Signal wires by layer:
Drawn at 4 px/um.
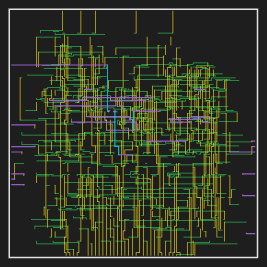
Met3 routing:
Drawn at 8 px/um.
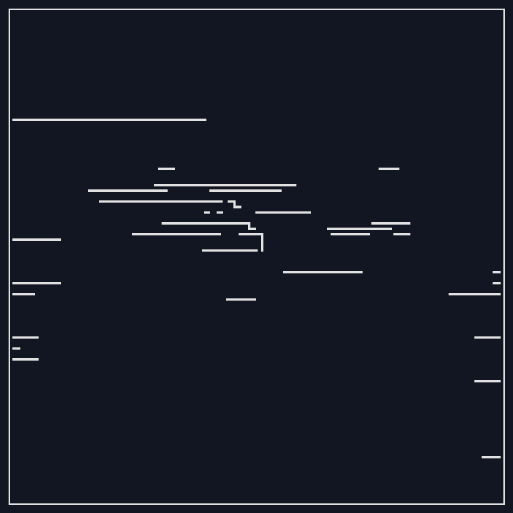
Clock nets:
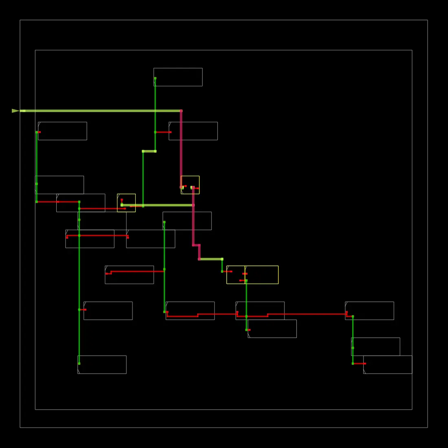
Clock distribution:
Drawn at 8 px/um.
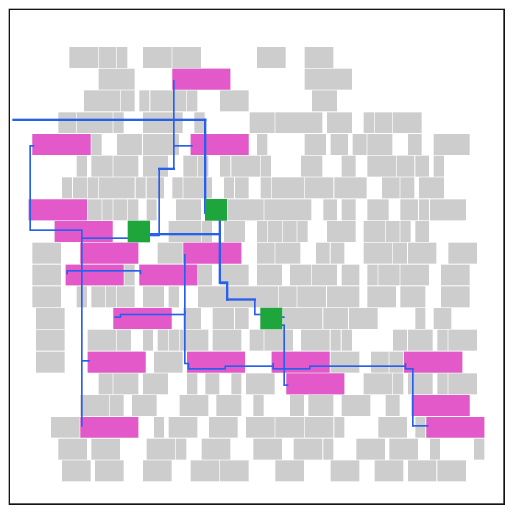
### src/rtl/stream_mux_pkg.sv
// Shared mode encodings for the TDM stream multiplexer.
package stream_mux_pkg;

   typedef logic [1:0] mode_t;

   localparam mode_t MODE_IDLE    = 2'b00;
   localparam mode_t MODE_STATIC  = 2'b01;
   localparam mode_t MODE_RR      = 2'b10;
   localparam mode_t MODE_RR_SKIP = 2'b11;

endpackage

### src/rtl/stream_mux_rr_pick.sv
// Rotating-priority finder: first set bit of valid at or after start, wrapping.
module stream_mux_rr_pick #(
   parameter  int unsigned NCH  = 3,
   localparam int unsigned CH_W = $clog2(NCH)
) (
   input  logic [NCH-1:0]  valid,
   input  logic [CH_W-1:0] start,
   output logic            found_c,
   output logic [CH_W-1:0] idx_c
);

   localparam int unsigned PW = CH_W + 1;

   // Walk the channels from start with wrap; the first valid one wins.
   always_comb begin
      logic [PW-1:0]   pos;
      logic [CH_W-1:0] ch;
      found_c = 1'b0;
      idx_c   = '0;
      for (int unsigned i = 0; i < NCH; i++) begin
         pos = PW'(start) + PW'(i);
         if (pos >= PW'(NCH)) pos = pos - PW'(NCH);
         ch = CH_W'(pos);
         if (!found_c && valid[ch]) begin
            found_c = 1'b1;
            idx_c   = ch;
         end
      end
   end

endmodule

### src/rtl/stream_mux_tdm.sv
// N-channel symbol-rate stream mux: idle / static / round-robin TDM / skip-empty round-robin.
// Optional even-parity output enabled by defining STREAM_MUX_PARITY_EN.
module stream_mux_tdm
   import stream_mux_pkg::*;
#(
   parameter  int unsigned NCH   = 3,
   parameter  int unsigned W     = 8,
   parameter  int unsigned CNT_W = 3,
   localparam int unsigned CH_W  = $clog2(NCH)
) (
   input  logic             clk,
   input  logic             rst,
   input  logic             symbol_en,
   input  logic [1:0]       mode,
   input  logic [CH_W-1:0]  sel,
   input  logic [CNT_W-1:0] switch_clk_cycles,
   input  logic [NCH*W-1:0] in_data,
   input  logic [NCH-1:0]   in_valid,
   output logic [W-1:0]     output_data,
   output logic             out_valid,
   output logic [CH_W-1:0]  out_chan,
   output logic             frame_start,
   output logic             out_parity
);

   logic [W-1:0]     ch_data [NCH];
   logic [CH_W-1:0]  cur_q, cur_d;
   logic [CNT_W-1:0] cnt_q, cnt_d;
   mode_t            prev_mode_q, prev_mode_d;
   logic             starve_q, starve_d;
   logic [W-1:0]     data_q, data_d;
   logic             valid_q, valid_d;
   logic             fs_q, fs_d;

   logic [CH_W-1:0]  cur_inc_c, rr_start_c, pick_idx_c, next_cur_c;
   logic [CNT_W-1:0] dwell_m1_c;
   logic             rr_entry_c, last_c, pick_found_c, zero_out_c;

   for (genvar k = 0; k < NCH; k++) begin : g_unpack
      assign ch_data[k] = in_data[k*W +: W];
   end

   // Slot bookkeeping: dwell end, entry detection and search start index.
   always_comb begin
      dwell_m1_c = (switch_clk_cycles == '0) ? '0 : switch_clk_cycles - CNT_W'(1);
      last_c     = (cnt_q >= dwell_m1_c);
      rr_entry_c = (prev_mode_q != mode);
      cur_inc_c  = (cur_q == CH_W'(NCH - 1)) ? '0 : cur_q + CH_W'(1);
      rr_start_c = rr_entry_c ? '0 : cur_inc_c;
   end

   stream_mux_rr_pick #(.NCH(NCH)) u_pick (
      .valid   (in_valid),
      .start   (rr_start_c),
      .found_c (pick_found_c),
      .idx_c   (pick_idx_c)
   );

   // Next-state and output selection, evaluated only on symbol ticks.
   always_comb begin
      cur_d       = cur_q;
      cnt_d       = cnt_q;
      prev_mode_d = prev_mode_q;
      starve_d    = starve_q;
      data_d      = data_q;
      valid_d     = valid_q;
      fs_d        = fs_q;
      next_cur_c  = cur_q;
      zero_out_c  = 1'b0;
      if (symbol_en) begin
         prev_mode_d = mode;
         fs_d        = 1'b0;
         starve_d    = 1'b0;
         case (mode)
            MODE_IDLE: begin
               next_cur_c = '0;
               cnt_d      = '0;
               zero_out_c = 1'b1;
            end
            MODE_STATIC: begin
               cnt_d = '0;
               if (32'(sel) < NCH) begin
                  next_cur_c = sel;
               end else begin
                  next_cur_c = '0;
                  zero_out_c = 1'b1;
               end
            end
            MODE_RR: begin
               if (rr_entry_c) begin
                  next_cur_c = '0;
                  cnt_d      = '0;
               end else if (last_c) begin
                  next_cur_c = cur_inc_c;
                  cnt_d      = '0;
               end else begin
                  cnt_d = cnt_q + CNT_W'(1);
               end
               fs_d = (next_cur_c == '0) && (cnt_d == '0);
            end
            MODE_RR_SKIP: begin
               if (rr_entry_c || last_c || starve_q) begin
                  cnt_d = '0;
                  if (pick_found_c) begin
                     next_cur_c = pick_idx_c;
                  end else begin
                     starve_d   = 1'b1;
                     zero_out_c = 1'b1;
                  end
               end else begin
                  cnt_d = cnt_q + CNT_W'(1);
               end
               fs_d = (next_cur_c == '0) && (cnt_d == '0);
            end
         endcase
         cur_d   = next_cur_c;
         data_d  = zero_out_c ? '0 : ch_data[next_cur_c];
         valid_d = zero_out_c ? 1'b0 : in_valid[next_cur_c];
      end
   end

   // State and output registers with synchronous reset.
   always_ff @(posedge clk) begin
      if (rst) begin
         cur_q       <= '0;
         cnt_q       <= '0;
         prev_mode_q <= MODE_IDLE;
         starve_q    <= 1'b0;
         data_q      <= '0;
         valid_q     <= 1'b0;
         fs_q        <= 1'b0;
      end else begin
         cur_q       <= cur_d;
         cnt_q       <= cnt_d;
         prev_mode_q <= prev_mode_d;
         starve_q    <= starve_d;
         data_q      <= data_d;
         valid_q     <= valid_d;
         fs_q        <= fs_d;
      end
   end

`ifdef STREAM_MUX_PARITY_EN
   logic par_q, par_d;

   // Even parity registered alongside the data; forced-zero data yields zero parity.
   always_comb begin
      par_d = par_q;
      if (symbol_en) par_d = ^data_d;
   end

   // Parity register.
   always_ff @(posedge clk) begin
      if (rst) par_q <= 1'b0;
      else     par_q <= par_d;
   end

   assign out_parity = par_q;
`else
   assign out_parity = 1'b0;
`endif

   // The channel register always tracks the reported channel.
   assign output_data = data_q;
   assign out_valid   = valid_q;
   assign out_chan    = cur_q;
   assign frame_start = fs_q;

endmodule

### config.mk
export PLATFORM = sky130hd
export DESIGN_NAME = stream_mux_tdm
export DESIGN_NICKNAME = d
export VERILOG_FILES = /design/src/rtl/stream_mux_pkg.sv /design/src/rtl/stream_mux_rr_pick.sv /design/src/rtl/stream_mux_tdm.sv
export SDC_FILE = /design/constraint.sdc
export NUM_CORES = 1
export LEC_CHECK = 0
export CAP_MARGIN = 20
export CORE_MARGIN = 2
export CORE_UTILIZATION = 47
export DETAILED_ROUTE_END_ITERATION = 16
export PLACE_DENSITY = 0.81
export SLEW_MARGIN = 20
export SYNTH_ARGS = -nofsm -noshare
export SYNTH_HDL_FRONTEND = slang
export SYNTH_SLANG_ARGS = --single-unit
### constraint.sdc
create_clock -name clk -period 4.1 [get_ports clk]
set_input_delay 0.41 -clock clk [delete_from_list [all_inputs] [get_ports clk]]
set_output_delay 0.41 -clock clk [all_outputs]
set_load 0.05 [all_outputs]
==> run_results.csv <==
group,metric,value,unit
status,result_of_the_run,"complete, no violations",
flow_run,stage_log_warnings,28,
synth,async_reset_ff_share,0,%
worst_setup_path,rr_startpoint,"out_chan[0]",
synth,ys.flop_type,"sky130_fd_sc_hd__dfxtp_1",
finish,antenna_cells_inserted,0,
worst_setup_path,critical_path.cell_chain,"clkdlybuf4s50_1 > xnor2_2 > nand2_2 > nor3_1 > ha_1 > mux2i_1 > o21ai_0 > nor3_2 > a21oi_1 > o21ai_1 > o221a_2 > nand2_2 > o21ai_1",
timing,timing.final.hold_violations,0,
synth,post_synth_mux_area_share,8.32,%
synth,synthTopLogicFamily,"AND-OR/OR-AND gates",
finish,areaGrowthSynthToFinish,33.2,%
timing,fin_tns_setup,0,ps
power,power.largest_group,"combinational cells",
synth,post_synth.cell_area_avg,8.19,um^2
power,p_sw,0.199,mW
finish,commonest_non_fill_non_tap_cell_in_the_layout,"sky130_fd_sc_hd__clkdlybuf4s50_1",
synth,yosysWarningCount,0,
power,comb_cell_power,0.240,mW
timing,period_needed,3510,ps
timing,max_slew.worst_pin.slew,636,ps
worst_hold_path,hold_path.startpoint,"prev_mode_q[1]",
power,pg_seq,0.196,mW
cts,clk_pin_slew,100,ps
synth,synth-cells-yosys,191,
worst_setup_path,worst-endpoint-required,4330,ps
finish,area_dominant_class,"multi-input combinational cells",
synth,synth_simple_gate_area_share,24.3,%
synth,yosys.stat.chipArea,0.00156,mm^2
worst_hold_path,whs_path_depth,2,
timing,slew_headroom,56.5,%
flow_run,max-cap-violations,0,
route,viasPerCell,5.62,
timing,final_critical_path_setup_slack,586,ps
grt,grt_pass1_wl,6290,um
worst_setup_path,slowest_delay,560,ps
power,power,0.546,mW
worst_setup_path,timing_worst_setup_path_type,"primary input to flop",
cts,cts-hold-fix-buffers,0,
synth,floorplan.nets,236,
Notes on 'signal wires by layer' above:
legend:
  purple:
    layer: metal 3
    wire_length: 191 um
  green:
    layer: metal 1
    wire_length: 1660 um
  yellow:
    layer: metal 2
    wire_length: 1880 um
  cyan:
    layer: metal 4
    wire_length: 28.1 um
wire length reported by the detailed router: 3760 um
vias after detailed routing: 1580
gr usage total: 21.6%

Notes on 'met3 routing' above:
wire length on this layer: 191 um
longest straight run: 23.9 um
nets with wire on the layer: 28
share of all routed wire: 5.1%
main direction: horizontal
met3 Usage GRT: 3.57%

Notes on 'clock nets' above:
number of buffers inserted during clock tree synthesis: 3
Clk Latency, worst-skew pair: 290 ps
number of flip-flops and latches: 18
worst-case clock skew: 2.10 ps
number of clock-tree buffers in the layout: 4

Notes on 'clock distribution' above:
legend:
  blue:
    item: clock wires
    length: 226 um
  magenta:
    item: flip-flops
    count: 18
  green:
    item: clock drivers
    count: 3
routed clock nets: 4
clock network power consumption: 0.110 mW
clock network fraction of design power: 20.1%

## through the flow
stage | instance area (um^2) | hold WS [ps]
global route | 2080 | 566
finish | 2080 | 528
CTS | 2080 | 533
global placement | 2050 | 511
detailed placement | 2050 | 517
floorplan | 1560 | 494
## routing by layer
| metal | global-route usage, % | part of all wire [%] |
|---|---|---|
| met3 | 3.57 | 5.1 |
| met2 | 38.8 | 50 |
| met4 | 3.95 | 0.75 |
| met5 | 0 | 0 |
| met1 | 27.2 | 44 |
## registers in the layout, indices dropped and copies added (netlist names)
| register | cells |
|---|---|
| out_valid | 1 |
| out_chan | 2 |
| output_data | 8 |
| prev_mode_q | 2 |
| cnt_q | 3 |
| frame_start | 1 |
| starve_q | 1 |
Power figures rest on the tool's default switching activity, not on a simulated workload.
